### config.mk
export PLATFORM = sky130hd
export DESIGN_NAME = ps2_host_tx
export DESIGN_NICKNAME = d
export VERILOG_FILES = /design/src/rtl/ps2_host_tx.sv
export SDC_FILE = /design/constraint.sdc
export NUM_CORES = 1
export LEC_CHECK = 0
export ABC_AREA = 1
export CORE_ASPECT_RATIO = 0.6
export CORE_MARGIN = 5
export CORE_UTILIZATION = 27
export CTS_BUF_LIST = sky130_fd_sc_hd__clkbuf_8 sky130_fd_sc_hd__clkbuf_16
export DETAILED_ROUTE_END_ITERATION = 6
export PLACE_DENSITY = 0.52
export SYNTH_ARGS = -nofsm -noshare
export SYNTH_HDL_FRONTEND = slang
export SYNTH_SLANG_ARGS = --single-unit
### constraint.sdc
create_clock -name clk -period 4.9 [get_ports clk]
set_input_delay 0.49 -clock clk [delete_from_list [all_inputs] [get_ports clk]]
set_output_delay 0.49 -clock clk [all_outputs]
set_load 0.02 [all_outputs]
### src/rtl/ps2_host_tx.sv
// PS/2 host-to-device command transmitter; shares the open-collector clock/data lines with the keyboard receiver.
// Optional retry on NACK/timeout is compiled in with `define PS2_TX_RETRY_EN.
module ps2_host_tx #(
   parameter int CLK_FREQ_HZ    = 50_000_000,
   parameter int INHIBIT_CYCLES = 5_000,
   parameter int RTS_CYCLES     = 50,
   parameter int TIMEOUT_CYCLES = 750_000,
   parameter int MAX_RETRY      = 2
) (
   input  logic       clk,
   input  logic       rst_n,
   input  logic [7:0] tx_data,
   input  logic       tx_valid,
   output logic       tx_ready,
   output logic       busy,
   output logic       tx_done,
   output logic       tx_ack_ok,
   output logic       tx_error,
   input  logic       ps2_clk_in,
   input  logic       ps2_data_in,
   output logic       ps2_clk_oe,
   output logic       ps2_data_oe
);

   // state       | meaning
   // S_IDLE      | lines released, ready for a command byte
   // S_INHIBIT   | clock held low to abort any device traffic
   // S_RTS       | clock and data (start bit) held low
   // S_SEND      | clock released; next data bit driven after each device fall
   // S_ACK       | stop released; device ACK sampled on the 11th fall
   // S_WAIT_IDLE | wait for both lines high before reporting
   // S_FINISH    | one-cycle tx_done with result flags
   typedef enum logic [2:0] {
      S_IDLE, S_INHIBIT, S_RTS, S_SEND, S_ACK, S_WAIT_IDLE, S_FINISH
   } state_t;

   localparam int CNT_MAX0 = (INHIBIT_CYCLES > TIMEOUT_CYCLES) ? INHIBIT_CYCLES : TIMEOUT_CYCLES;
   localparam int CNT_MAX  = (RTS_CYCLES > CNT_MAX0) ? RTS_CYCLES : CNT_MAX0;
   localparam int CNT_W    = $clog2(CNT_MAX + 1);
   localparam logic [CNT_W-1:0] INH_LOAD = CNT_W'(INHIBIT_CYCLES - 1);
   localparam logic [CNT_W-1:0] RTS_LOAD = CNT_W'(RTS_CYCLES - 1);
   localparam logic [CNT_W-1:0] TMO_LOAD = CNT_W'(TIMEOUT_CYCLES - 1);

   state_t           state, state_nxt;
   logic             clk_meta, clk_sync, clk_prev;
   logic             data_meta, data_sync;
   logic             fall, line_idle, accept, attempt_fail, retry_ok, on_bus;
   logic [9:0]       frame;
   logic [3:0]       bit_cnt;
   logic [CNT_W-1:0] timer;
   logic             ack_seen;
   logic [7:0]       load_byte;
   logic             clk_oe_nxt, data_oe_nxt, done_nxt, ack_ok_nxt, error_nxt, ready_nxt;
   logic             unused_cfg;

   assign unused_cfg = ^{CLK_FREQ_HZ, MAX_RETRY};

   always_ff @(posedge clk or negedge rst_n) begin
      if (!rst_n) begin
         clk_meta  <= 1'b1;
         clk_sync  <= 1'b1;
         clk_prev  <= 1'b1;
         data_meta <= 1'b1;
         data_sync <= 1'b1;
      end else begin
         clk_meta  <= ps2_clk_in;
         clk_sync  <= clk_meta;
         clk_prev  <= clk_sync;
         data_meta <= ps2_data_in;
         data_sync <= data_meta;
      end
   end

   assign fall      = clk_prev & ~clk_sync;
   assign line_idle = clk_sync & data_sync;
   assign accept    = tx_valid & tx_ready;
   assign busy      = ~tx_ready;
   assign on_bus    = (state == S_SEND) || (state == S_ACK) || (state == S_WAIT_IDLE);

`ifdef PS2_TX_RETRY_EN
   localparam int RETRY_W = (MAX_RETRY < 1) ? 1 : $clog2(MAX_RETRY + 1);
   logic [RETRY_W-1:0] retry_cnt;
   logic [7:0]         byte_hold;

   assign retry_ok  = (retry_cnt < RETRY_W'(MAX_RETRY));
   assign load_byte = accept ? tx_data : byte_hold;

   always_ff @(posedge clk or negedge rst_n) begin
      if (!rst_n) begin
         retry_cnt <= '0;
         byte_hold <= '0;
      end else if (accept) begin
         retry_cnt <= '0;
         byte_hold <= tx_data;
      end else if (attempt_fail && retry_ok) begin
         retry_cnt <= retry_cnt + RETRY_W'(1);
      end
   end
`else
   assign retry_ok  = 1'b0;
   assign load_byte = tx_data;
`endif

   always_ff @(posedge clk or negedge rst_n) begin
      if (!rst_n) begin
         state       <= S_IDLE;
         ps2_clk_oe  <= 1'b0;
         ps2_data_oe <= 1'b0;
         tx_done     <= 1'b0;
         tx_ack_ok   <= 1'b0;
         tx_error    <= 1'b0;
         tx_ready    <= 1'b1;
      end else begin
         state       <= state_nxt;
         ps2_clk_oe  <= clk_oe_nxt;
         ps2_data_oe <= data_oe_nxt;
         tx_done     <= done_nxt;
         tx_ack_ok   <= ack_ok_nxt;
         tx_error    <= error_nxt;
         tx_ready    <= ready_nxt;
      end
   end

   always_comb begin
      state_nxt    = state;
      attempt_fail = 1'b0;
      unique case (state)
         S_IDLE:      if (accept) state_nxt = S_INHIBIT;
         S_INHIBIT:   if (timer == '0) state_nxt = S_RTS;
         S_RTS:       if (timer == '0) state_nxt = S_SEND;
         S_SEND: begin
            if (fall) begin
               if (bit_cnt == 4'd9) state_nxt = S_ACK;
            end else if (timer == '0) begin
               attempt_fail = 1'b1;
            end
         end
         S_ACK: begin
            if (fall) state_nxt = S_WAIT_IDLE;
            else if (timer == '0) attempt_fail = 1'b1;
         end
         S_WAIT_IDLE: begin
            if (line_idle) begin
               if (ack_seen) state_nxt = S_FINISH;
               else attempt_fail = 1'b1;
            end else if (timer == '0) begin
               attempt_fail = 1'b1;
            end
         end
         S_FINISH:    state_nxt = S_IDLE;
         default:     state_nxt = S_IDLE;
      endcase
      if (attempt_fail) state_nxt = retry_ok ? S_INHIBIT : S_FINISH;
   end

   // data_oe holds the start bit from RTS into SEND until the first device fall
   always_comb begin
      clk_oe_nxt  = (state_nxt == S_INHIBIT) || (state_nxt == S_RTS);
      data_oe_nxt = 1'b0;
      if (state_nxt == S_RTS)
         data_oe_nxt = 1'b1;
      else if ((state_nxt == S_SEND) || (state_nxt == S_ACK))
         data_oe_nxt = ((state == S_SEND) && fall) ? ~frame[0] : ps2_data_oe;
      done_nxt   = (state_nxt == S_FINISH);
      ack_ok_nxt = done_nxt & ~attempt_fail;
      error_nxt  = done_nxt & attempt_fail;
      ready_nxt  = (state_nxt == S_IDLE);
   end

   always_ff @(posedge clk or negedge rst_n) begin
      if (!rst_n) begin
         frame    <= '0;
         bit_cnt  <= '0;
         ack_seen <= 1'b0;
      end else if ((state_nxt == S_INHIBIT) && (state != S_INHIBIT)) begin
         frame    <= {1'b1, ~^load_byte, load_byte};
         bit_cnt  <= '0;
         ack_seen <= 1'b0;
      end else if ((state == S_SEND) && fall) begin
         frame    <= {1'b1, frame[9:1]};
         bit_cnt  <= bit_cnt + 4'd1;
      end else if ((state == S_ACK) && fall) begin
         ack_seen <= ~data_sync;
      end
   end

   // single down-counter shared by inhibit, request-to-send and the bus timeout
   always_ff @(posedge clk or negedge rst_n) begin
      if (!rst_n)
         timer <= '0;
      else if ((state_nxt == S_INHIBIT) && (state != S_INHIBIT))
         timer <= INH_LOAD;
      else if ((state == S_INHIBIT) && (state_nxt == S_RTS))
         timer <= RTS_LOAD;
      else if (((state == S_RTS) && (state_nxt == S_SEND)) || (on_bus && fall))
         timer <= TMO_LOAD;
      else if (timer != '0)
         timer <= timer - CNT_W'(1);
   end

endmodule

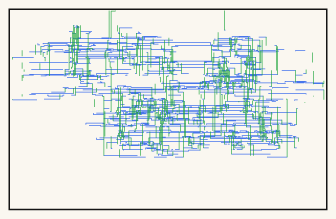
wires.png
Two of the layers only.
layer	color	wire length
metal 2	green	1980 µm
metal 1	blue	3400 µm
per-cell routed wire length: 12.5 µm
Tot GR Track Use: 10.5%
routed via count: 2042

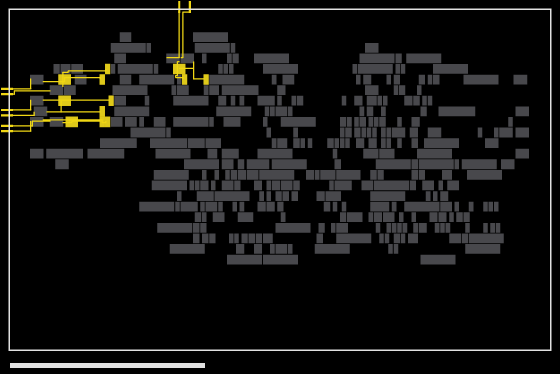
io_fan.png
The bar under the picture is 50 µm long.
port	color	bits	direction	edge	end cells	buffers	wire
tx_data	yellow	8	input	6 left, 2 top	12	8	191 µm
count of input and output buffers: 19
I/O pins: 20

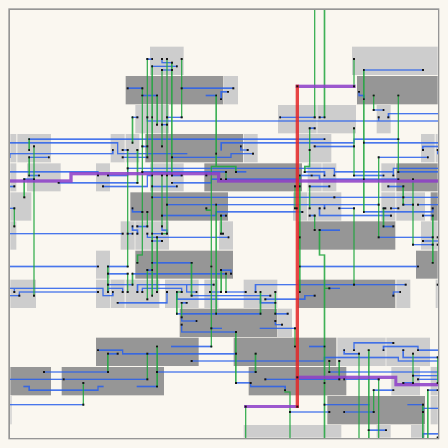
detail.png
Region (15, 45) to (55, 85) µm. Cells in gray, sequential cells in the stronger gray; small squares are vias.
layer	color
metal 1	blue
metal 4	red
metal 2	green
metal 3	purple
most frequent	dfrtp_1 (11), nand2_1 (10), inv_1 (9)
cells with their middle in the window	55
sequential cells in the window	14
netlist names of flops here include	frame (9), timer (2)

==> metrics.yaml <==
drtPass1Iterations: 4
fp_util_pct: 27.5
setup_tns_ns: 0
placed_cell_area_um2: 3040
postSynthSeqShare_pct: 46.0
criticalPathCategory: "input port to register"
finalHoldViolations: 0
seqCellArea_um2: 1230
yosysCellCount: 312
xor_area_share_pct: 7.18
fin_nets: 354
r2r_cells: 6
mostFrequentLayoutCell: "nand2_1"
syn-cell-area_um2: 2680
hp-class: "input port to asynchronous set/reset pin"
worstSetupStartpointType: "input port"
drc: 0
dieWidth_um: 139
layout.cells.non_filler: 473
cts_tree: "yes"
power.leakage_nw: 1.50
regMostFlops: "timer"
postCtsSetupBuffers: 0
aoi_share_pct: 10.2
yosysWarnings: 0
grt_max_degree: 50
simple_gate_area_share_pct: 27.6
startpoint: "tx_valid"
dieHeight_um: 87.2
max-cap-violations: 0
clk_path_buf_depth: 2
first_iter_violations: 126
syn-num-nets: 329
whs_ns: 0.309
largest_register_ffs: 20
area_growth_syn_to_layout_pct: 18.6
ys_chip_area_um2: 2680
ff2ff_setup_slack_ns: 2.89
placed_cells: 465
drv_slew: 0
dp_hpwl_um: 4380
cts_hold_buffers: 0
outcome: "finished clean"
cp_data_required_time_ns: 5.05
grt_overflow_total: 0
diodes: 0
ant_nets: 0
wl_um: 5910
ir_worst_vdd_mv: 0.158
synth_cell_types: 39
total_power_mw: 1.24
rsz0062_at_grt: "no"
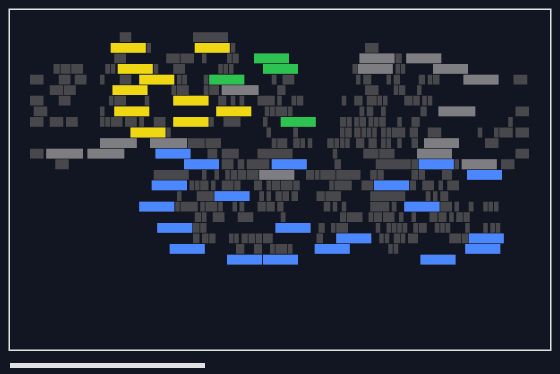
flops_by_reg.png
The bar under the picture is 50 µm long.
netlist name	color	placed flops
timer	blue	20
bit_cnt	green	4
frame	yellow	10

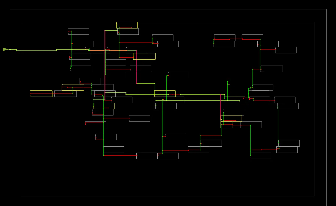
clocks.png
clock sinks: 49
clk_lat worst skew: 0.29 ns
final setup skew: 0.00526 ns
Clock buffer cells: 6

## synthesized netlist by cell type, drive strengths merged
| cell type | n | area (µm²) |
|---|---|---|
| nand2 | 63 | 277 |
| inv | 46 | 175 |
| nor2 | 45 | 221 |
| dfrtp | 43 | 1080 |
| a21oi | 17 | 85.1 |
| nand3 | 17 | 108 |
| xor2 | 16 | 140 |
| o21ai | 11 | 55.1 |
| nor3 | 10 | 66.3 |
| o221ai | 8 | 70.1 |
| dfstp | 6 | 158 |
| xnor2 | 6 | 52.6 |
| ha | 4 | 50.1 |
| nand4 | 3 | 25.0 |
| and2 | 2 | 12.5 |
| clkbuf | 2 | 7.51 |
| o31ai | 2 | 15.0 |
| or2 | 2 | 12.5 |
| a211oi | 1 | 7.51 |
| a21boi | 1 | 7.51 |
| a22oi | 1 | 12.5 |
| clkinv | 1 | 8.76 |
| nand3b | 1 | 7.51 |
| nor3b | 1 | 12.5 |
| o211ai | 1 | 7.51 |
| o21a | 1 | 7.51 |
| o22ai | 1 | 6.26 |
## report_power, final
group	internal, mW	switching (mW)
clock network	0.200	0.147
registers	0.496	0.0634
logic	0.148	0.188
## area by class of cell
type / count / area share, %
well taps: 135 / 5.30
repair buffers: 20 / 6.05
clock inverters: 2 / 0.236
clock buffers: 6 / 4.36
multi-input cells: 214 / 39.5
flip-flops and latches: 49 / 38.7
inverters: 47 / 5.78
## per-layer routing
metal | track usage (%) | part of all wire [%] | routed length, µm
met1 | 16.6 | 58 | 3400
met2 | 12.8 | 33 | 1980
met3 | 4.11 | 8.0 | 470
met4 | 2.66 | 0.93 | 55
met5 | 0 | 0 | 0
## worst max-delay path, delay by kind of cell
kind | cells | cell delay (ns)
buffers and inverters | 4 | 1.19
AND/OR/NAND/NOR | 3 | 0.43
AND-OR/OR-AND | 1 | 0.13
